Design des_decrypt_seq, sky130hd; sources not shown.
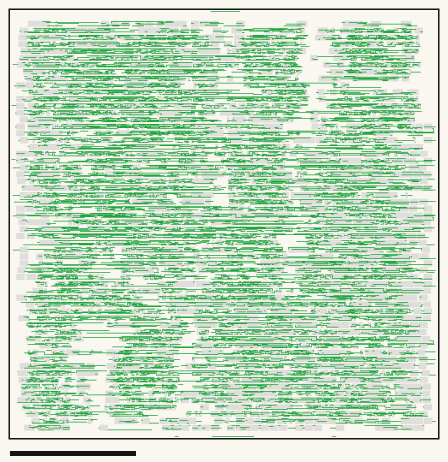
*Metal 1*
Bar = 50 um.
- nets with wire on the layer: 2168
- longest straight run: 47.4 um
- share of all routed wire: 36%
- main direction: horizontal
- wire length on this layer: 24.2 mm
via count: 18188
Detailed Route WL: 66800 um

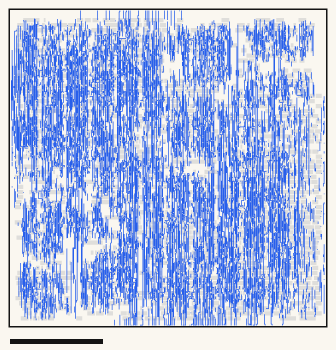
*M2 wires*
Bar = 50 um.
- nets with wire on the layer: 1998
- longest straight run: 61.5 um
- main direction: vertical
- wire length on this layer: 27.7 mm
met2 Track Usage GR: 0.668

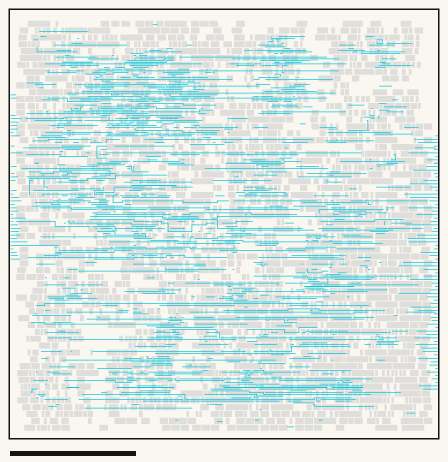
*Signal wires on met3*
Bar = 50 um.
- wire length on this layer: 9680 um
- main direction: horizontal
- nets with wire on the layer: 565
- longest straight run: 105 um
M3 GR Usage: 0.142

==> out/qor.txt <==
Xor/xnor share: 0.0686
Synth top cells by count: 311 x nand2_1, 193 x dfrtp_1, 179 x nor2_1, 131 x o21ai_0, 116 x a21oi_1
WS Path Type: reg -> reg
Synth Net Count: 2190
R2R depth: 17
Crit. End Element: flop
Worst-path fanout max: 10
Slowest cell on the critical path: o32ai_1
Largest net degree at the start of global routing: 127
Hold path depth: 2
Worst setup margin: 2.28 ns
Area grow syn2layout: 18.8%
Die area: 28900 um^2
IO Port Bufs: 190
Ys cells: 1992
Syn Area/Cell: 8.02 um^2
FILL cells: 2141
Log Warnings: 93
Seq share, synth: 0.304
Hold_buf cts: 0
Clk slew on worst S/H paths: 0.10 ns
Fa+ha+maj area frac: 0.0517
Non-clock buffering overhead: 0.137
Most numerous logic cell after layout: nand2_1
ANT cells: 0
Simple share: 0.190
Comb gate area: 10300 um^2
Io pins: 199
WP buf/inv: 3
Largest cell class by area: logic gates
Flops: 194
Hold Crit Class: reg -> reg
Status: completed
Top-area cell share: 0.302
Stages on the worst setup path: 17
Maximum clock path buffer count: 2
Register area: 4860 um^2
Async set or reset register ratio after synthesis: 1.00
Gp weighted congestion: 1.08
Count leader, synth: nand2_1
Worst path arrival time: 5.81 ns
WL per Instance: 26.1 um
Total CTS buffers: 17
Dpl hpwl: 49200 um
1st-pass router iterations: 6
Root Driver: clkbuf_16
Seq/total area: 0.256
Number of well taps: 341
Fp_density: 0.591
Via density: 7.12
Worst Max-Slew Pin Slew: 1.41 ns
Top cells by area: dfrtp_1 30%, nand2_1 7.3%, ha_1 5.2%, nor2_1 4.2%, o21ai_0 4.1%
Critical path, cell by cell: inv_1 -> ha_1 -> nand2b_1 -> a22o_1 -> o32ai_1 -> nor3_1 -> or2_1 -> clkbuf_1 -> ha_1 -> clkbuf_1 -> xnor3_1 -> nand2_1 -> o311ai_0 -> o2111ai_1 -> o21ai_0 -> xnor2_1 -> a31oi_1
Crit path DRT: 8.09 ns
Die H: 170 um
Nonclk buf count: 345
YS chip area: 16000 um^2
Max-cap viol count: 0
RSZ-0062 raised after global routing: no
Final period utilization: 0.708
Routed Antenna Nets: 0
Yosys warning count: 0
Clock-cell share: 0.0342
Max FFs per register: 64
Mapped Cells: 1992
Layout Nets: 2400
Die extent in x: 170 um
Final setup fails: 0
Commonest flop: dfrtp_1
Most frequent cells in the layout: 311 x nand2_1, 193 x dfrtp_1, 190 x clkdlybuf4s50_1
Core Box Area: 27000 um^2
R2R Setup Slk: 2.28 ns
Post-synth regs: 194
Slowest cell delay on critical path: 0.91 ns
Multi-input gate count: 1601
Leading area contributor after synthesis: dfrtp_1
DR DRC count: 0
Worst clock skew: 0.0215 ns
Post-CTS sizing: 0
Top logic family: AND-OR/OR-AND gates
Gr ovfl total: 0
Layout Utilization: 0.703
Min Tclk post-route: 5.52 ns
CTS Sinks: 194
Complex Gates by Area: 0.282
Relative slew slack: 0.0617
Mapped cell area: 16000 um^2
Fmax: 181 MHz
Post-CTS Setup Bufs: 0
Slew Limit Fails: 0
Pre-CTS WS: 2.65 ns
Number of enable flip-flop cells: 0
Row count: 60
DR iter-0 viols: 3376
Logic share of the area: 0.542
Htree depth: 4
Antenna violations before repair: 1
First-pass GRT wire length: 98500 um
Layout cells sized above 1: 0.0659
Clock buf count: 17
Delay-heaviest family, CP: AND-OR/OR-AND gates
Fin. Hold Viols: 0
Vias in the first global route: 16593
GRT Total Usage: 0.451
Clk latency late pin: 0.46 ns
Mux cell area share: 0.0513
TritonCTS clock tree: built
Cell Type Count: 98
Inverters: 43
Critical Path Start Type: flop
==> metrics by stage <==
stage / std cells / setup TNS, ns / area (um^2) / hold slack [ns]
after floorplan: 1992 / 0 / 16000 / 0.469
after global placement: 2523 / -298.98 / 18300 / 0.461
after detailed placement: 2524 / 0 / 18300 / 0.466
after CTS: 2556 / 0 / 19000 / 0.485
after global routing: 2556 / 0 / 19000 / 0.500
final: 2556 / 0 / 19000 / 0.488
==> metal layers <==
metal,up-vias,global-route usage,part of all wire
met5,-,0,0.00016
met4,2,0.272,0.079
met3,356,0.142,0.14
met2,1592,0.668,0.41
met1,8535,0.577,0.36
li1,7703,-,-
